<file path="config.mk">
export PLATFORM = sky130hd
export DESIGN_NAME = fetch_stage_flat
export DESIGN_NICKNAME = d
export VERILOG_FILES = /design/src/rtl/fetch_stage_if.sv /design/src/rtl/fetch_stage.sv /design/src/flat_wrapper.sv
export SDC_FILE = /design/constraint.sdc
export NUM_CORES = 1
export LEC_CHECK = 0
export CAP_MARGIN = 20
export CORE_MARGIN = 4
export CORE_UTILIZATION = 40
export DETAILED_ROUTE_END_ITERATION = 16
export PLACE_DENSITY = 0.84
export SYNTH_ARGS = -nofsm -noshare
export SYNTH_HDL_FRONTEND = slang
export SYNTH_SLANG_ARGS = --single-unit
</file>
<file path="constraint.sdc">
create_clock -name clk -period 2.2 [get_ports clk]
set_clock_uncertainty 0.15 [all_clocks]
set_input_delay 0.55 -clock clk [delete_from_list [all_inputs] [get_ports clk]]
set_output_delay 0.55 -clock clk [all_outputs]
set_load 0.02 [all_outputs]
</file>
<file path="src/rtl/fetch_stage_if.sv">
// Fetch-stage signal bundle: decode-side control, instruction memory port and IF/ID outputs.
// The slave modport is the fetch stage; the master modport is its environment.
interface fetch_stage_if;
  logic        stall;
  logic        branch_taken;
  logic [15:0] branch_target;
  logic        halt_commit;
  logic [15:0] imem_addr;
  logic [15:0] imem_data;
  logic [15:0] if_id_instr;
  logic [15:0] if_id_pc_plus2;
  logic        if_id_valid;
  logic        halted;

  modport slave (
    input  stall, branch_taken, branch_target, halt_commit, imem_data,
    output imem_addr, if_id_instr, if_id_pc_plus2, if_id_valid, halted
  );

  modport master (
    output stall, branch_taken, branch_target, halt_commit, imem_data,
    input  imem_addr, if_id_instr, if_id_pc_plus2, if_id_valid, halted
  );
endinterface

</file>
<file path="src/rtl/fetch_stage.sv">
// Instruction fetch stage: PC register, IF/ID pipeline register and the HLT shutdown sequence.
// Priority on each edge: branch redirect, then stall, then HLT detection, then normal advance.
module fetch_stage #(
    parameter logic [15:0] RESET_PC = 16'h0000
) (
    input logic          clk,
    input logic          rst_n,
    fetch_stage_if.slave bus
);
    typedef enum logic [1:0] {RUN, HALT_PEND, HALTED} state_t;

    state_t      state;
    logic [15:0] pc;
    logic [15:0] instrQ;
    logic [15:0] pcPlus2Q;
    logic        validQ;
    logic        haltedQ;

    logic [15:0] pcPlus2;
    logic [15:0] redirectPc;
    logic        isHlt;

    assign pcPlus2    = pc + 16'd2;
    assign redirectPc = {bus.branch_target[15:1], 1'b0};
    assign isHlt      = (bus.imem_data[15:12] == 4'b1111);

    assign bus.imem_addr      = pc;
    assign bus.if_id_instr    = instrQ;
    assign bus.if_id_pc_plus2 = pcPlus2Q;
    assign bus.if_id_valid    = validQ;
    assign bus.halted         = haltedQ;

    always_ff @(posedge clk or negedge rst_n) begin
        if (!rst_n) begin
            state    <= RUN;
            pc       <= {RESET_PC[15:1], 1'b0};
            instrQ   <= '0;
            pcPlus2Q <= '0;
            validQ   <= 1'b0;
            haltedQ  <= 1'b0;
        end else begin
            case (state)
                RUN: begin
                    if (bus.branch_taken) begin
                        pc     <= redirectPc;
                        instrQ <= '0;
                        validQ <= 1'b0;
                    end else if (!bus.stall) begin
                        instrQ   <= bus.imem_data;
                        pcPlus2Q <= pcPlus2;
                        validQ   <= 1'b1;
                        // HLT enters IF/ID once; PC parks on it until commit or redirect
                        if (isHlt) state <= HALT_PEND;
                        else       pc    <= pcPlus2;
                    end
                end
                HALT_PEND: begin
                    instrQ <= '0;
                    validQ <= 1'b0;
                    if (bus.branch_taken) begin
                        pc    <= redirectPc;
                        state <= RUN;
                    end else if (bus.halt_commit) begin
                        state   <= HALTED;
                        haltedQ <= 1'b1;
                    end
                end
                HALTED: begin
                end
                default: begin
                    state   <= RUN;
                    haltedQ <= 1'b0;
                end
            endcase
        end
    end
endmodule

</file>
<file path="src/flat_wrapper.sv">
// flat-port wrapper written by rule: the top's interface ports become plain ports
module fetch_stage_flat 
#(
    parameter logic [15:0] RESET_PC = 16'h0000
)
  (clk, rst_n, bus_stall, bus_branch_taken, bus_branch_target, bus_halt_commit, bus_imem_data, bus_imem_addr, bus_if_id_instr, bus_if_id_pc_plus2, bus_if_id_valid, bus_halted);
  fetch_stage_if bus_i ();
  input logic clk;
  input logic rst_n;
  input wire logic [$bits(bus_i.stall)-1:0] bus_stall;
  input wire logic [$bits(bus_i.branch_taken)-1:0] bus_branch_taken;
  input wire logic [$bits(bus_i.branch_target)-1:0] bus_branch_target;
  input wire logic [$bits(bus_i.halt_commit)-1:0] bus_halt_commit;
  input wire logic [$bits(bus_i.imem_data)-1:0] bus_imem_data;
  output wire logic [$bits(bus_i.imem_addr)-1:0] bus_imem_addr;
  output wire logic [$bits(bus_i.if_id_instr)-1:0] bus_if_id_instr;
  output wire logic [$bits(bus_i.if_id_pc_plus2)-1:0] bus_if_id_pc_plus2;
  output wire logic [$bits(bus_i.if_id_valid)-1:0] bus_if_id_valid;
  output wire logic [$bits(bus_i.halted)-1:0] bus_halted;
  assign bus_i.stall = bus_stall;
  assign bus_i.branch_taken = bus_branch_taken;
  assign bus_i.branch_target = bus_branch_target;
  assign bus_i.halt_commit = bus_halt_commit;
  assign bus_i.imem_data = bus_imem_data;
  assign bus_imem_addr = bus_i.imem_addr;
  assign bus_if_id_instr = bus_i.if_id_instr;
  assign bus_if_id_pc_plus2 = bus_i.if_id_pc_plus2;
  assign bus_if_id_valid = bus_i.if_id_valid;
  assign bus_halted = bus_i.halted;
  fetch_stage #(.RESET_PC(RESET_PC)) u_core (.clk(clk), .rst_n(rst_n), .bus(bus_i));
endmodule
</file>
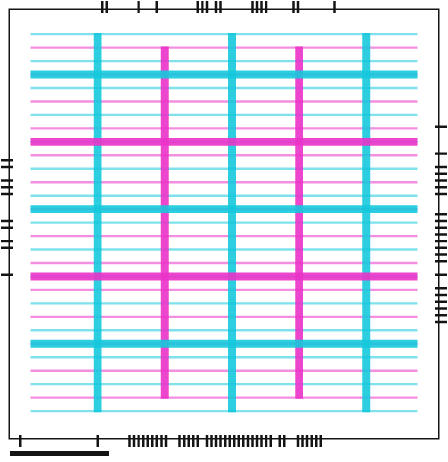
Fig. 1. PDN straps and rails.
Bar = 20 um. Pins as bars on the die edge.
legend:
  VSS:
    color: cyan
  VDD:
    color: magenta
met5 straps: 5
met4 straps: 5
met1 rails: 29
rows: 28
signal pins: 87

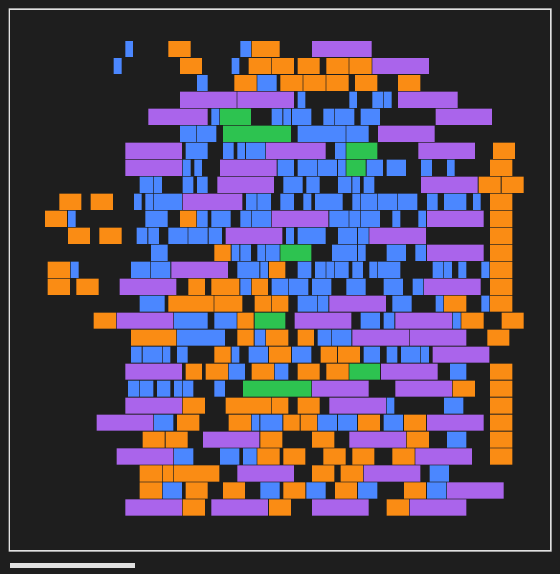
Fig. 2. Cells colored by class.
Bar = 20 um.
legend:
  clock drivers and dummy loads:
    color: green
    cells: 8
    share_of_their_area: 3.9%
  combinational and other logic:
    color: blue
    cells: 165
    share_of_their_area: 31%
  sequential cells:
    color: purple
    cells: 50
    share_of_their_area: 36%
  remaining buffers and delay cells:
    color: orange
    cells: 103
    share_of_their_area: 29%

what timing repair did:
| action | in CTS | in global routing |
|---|---|---|
| setup endpoints to repair | 3 | 5 |
| cloned | 0 | 0 |
| hold buffers | 0 | 0 |
| resized | 3 | 5 |
| setup buffers | 0 | 0 |
layout make-up:
class | count | area [um2]
Clock buffer | 5 | 68.8
Clock inverter | 3 | 68.8
Fill cell | 503 | 2320
Inverter | 15 | 56.3
Multi-Input combinational cell | 150 | 1050
Sequential cell | 50 | 1260
Tap cell | 75 | 93.8
Timing Repair Buffer | 103 | 1030
worst reg2reg max path: cells and delay by family (launching register included):
kind | cells | cell delay [ps]
adder cells (fa/ha/maj) | 1 | 300
AND-OR/OR-AND | 2 | 380
flip-flops | 1 | 430
AND/OR/NAND/NOR | 2 | 630
cells in the final DEF, fill, tap and decap left out, drive strengths merged, types with 3 or more instances in the layout:
cell           Yosys  layout
dfrtp             50      50
nor4               4       4
clkdlybuf4s50      0      79
a31oi              3       3
clkbuf             6       5
buf               14      21
nor2              18      18
o21a               4       4
mux2i              4       4
o21ai              6       6
a32oi              5       5
a21oi             23      23
o22a               5       5
a2bb2oi            4       4
xnor2             10      10
a22o              16      16
nor3               5       5
nand4              7       7
xor2               3       3
dlymetal6s2s       0       3
nand3              4       4
nand2              8       8
inv               15      15
power breakdown:
group	switching, mW	internal [mW]	total [mW]
registers	0.237	1.13	1.37
clock network	0.308	0.455	0.763
logic	0.650	0.666	1.32
total	1.19	2.25	3.45
metal layers:
metal	vias to the layer above	track usage
met5	-	0
met2	86	0.318
met1	1051	0.237
met4	0	0.0907
met3	12	0.0437
li1	1037	-
==> job_summary.md <==
## PnR job results

| Metric | Value |
|---|---|
| CTS buffer count | 5 |
| Most common cell in the netlist | dfrtp_1 |
| RSZ-0062 raised after global routing | false |
| # port buffers | 83 |
| Crit path kind | register to output pin |
| Vias per cell | 5.45 |
| Pin count of the biggest net entering global routing | 51 |
| Crit path from | u_core.bus.imem_addr[9] |
| Max-area cell share | 0.508 |
| Flop-to-flop setup slack | 210 ps |
| Crit path cell chain | clkdlybuf4s50_1 |
| Crit path to | bus_imem_addr[9] |
| Final #Nets | 363 |
| Via Count | 2186 |
| Die Wd | approximately 86 um |
| Hold Path Class | input port to asynchronous set/reset pin |
| Clk sink count | 50 |
| WP depth | 1 |
| DRT Pass-1 Iters | 5 |
| Hold_ws | about 70 ps |
| Critical Path AT | 1450 ps |
| # rows | 28 |
| Remaining DRCs | 0 |
| M1 WL | ~2700 um |
| TritonCTS clock tree | yes |
| Die Ht | 86.5 um |
| R2r worst-path depth | 5 |
| Power per standard cell area | about 950 mW/mm2 |
| Placed Instances | 393 |
| Met2 Wirelength | approximately 3500 um |
| Vias in the first global route | 2234 |
| WP buf/inv | 1 |
| Synth Seq Share | 0.508 |
| Placer congestion estimate | 0.808 |
| Fmax | ~0.46 GHz |
| Top Metal Used | met4 |
| Yosys cell types | 44 |
| Leak pwr | 1.54 nW |
| Clock transition at the registers of the reported paths | 90 ps |
| H-tree levels | 2 |
| Tot Pwr | 3.45 mW |
| Fraction of layout cells with a size suffix above 1 | 0.132 |
| Setup tns final | 0 ps |
| DR WL/cell | 17.1 um |
| OpenROAD warning count | 27 |
| Fin crit period | 2150 ps |
| Post-Layout Cell Count | 401 |
| Yosys stat cell total | 234 |
| Async SR Flop Fraction | 1.00 |
| Worst EP required | around 1500 ps |
| Clk buf depth | 2 |
| Area Growth Syn to Fin | 47.4% |
| Startpoint Class | register |
| Hold Vio Cnt, Final | 0 |
| Pre-CTS WS | -136 ps |
| DRT Wirelength | 6850 um |
| Top cells by count | dfrtp_1, a21oi_1, nor2_1 |
| IO Count | 87 |
| Hpwl dp | 5020 um |
| Crit path max-delay cell type | clkdlybuf4s50_1 |
| Synth Area in Adders | 0.00508 |
| Fin crit share | 0.978 |
| Setup crit end kind | output pin |
| Flops out of synthesis | 50 |
| YS chip area | about 0.0025 mm2 |
| Total of max-cap violations | 0 |
| Antenna violations before repair | 0 |
| Top FF cell, synth | dfrtp_1 |
| Critical path's top delay family | buffers and inverters |
| Worst stage delay on the critical path | roughly 660 ps |
| 1st-iter DRT viols | 180 |
| Synth area leader | dfrtp_1 |
| Final core utilization | 0.610 |
| Count of library flops with an enable pin | 0 |
| Max reg flops | 16 |
| Met3 Wirelength | around 500 um |
| Mapped Area | between 0.002 and 0.0025 mm2 |
| First-pass GRT wire length | 11100 um |
| Cells after Synth | 234 |
| Gr usage total | 0.192 |
| Total grt overflow | 0 |
| Late-Pin Clk Latency | 310 ps |
| Simple share | 0.116 |
| Outcome | complete, no violations |
| Post-DP Area | 0.00348 mm2 |
| Synth top area cells | dfrtp_1, a22o_1, a21oi_1 |
| Core area | about 0.0060 mm2 |
| Crit Path Max Fanout | 5 |
| Slew Viols, Final | 0 |
| Routed Antenna Nets | 0 |
| XOR/XNOR Fraction of Synth Area | 0.0462 |
| Init Core Util | 0.414 |
| R2R Path Start | u_core.bus.imem_addr[2] |
| Clock Tree Root | clkbuf_8 |
| Ys Warns | 0 |
| Final setup vio count | 0 |
| N_diodes | 0 |
| Main logic family | AND-OR/OR-AND gates |
| Crit Reg-Reg Endpoint | u_core.bus.imem_addr[11] |
| Max IR drop VDD | 0.000460 V |
| Final Worst Setup Slack | 47.6 ps |
| Mux frac, synth | 0.0208 |
| Complex Gates by Area | 0.236 |
| Die Footprint | 0.00748 mm2 |
| Avg Cell Area, Syn | 10.5 um2 |
| Final Cell Area | ~0.0036 mm2 |
Power and IR drop assume default switching activity.
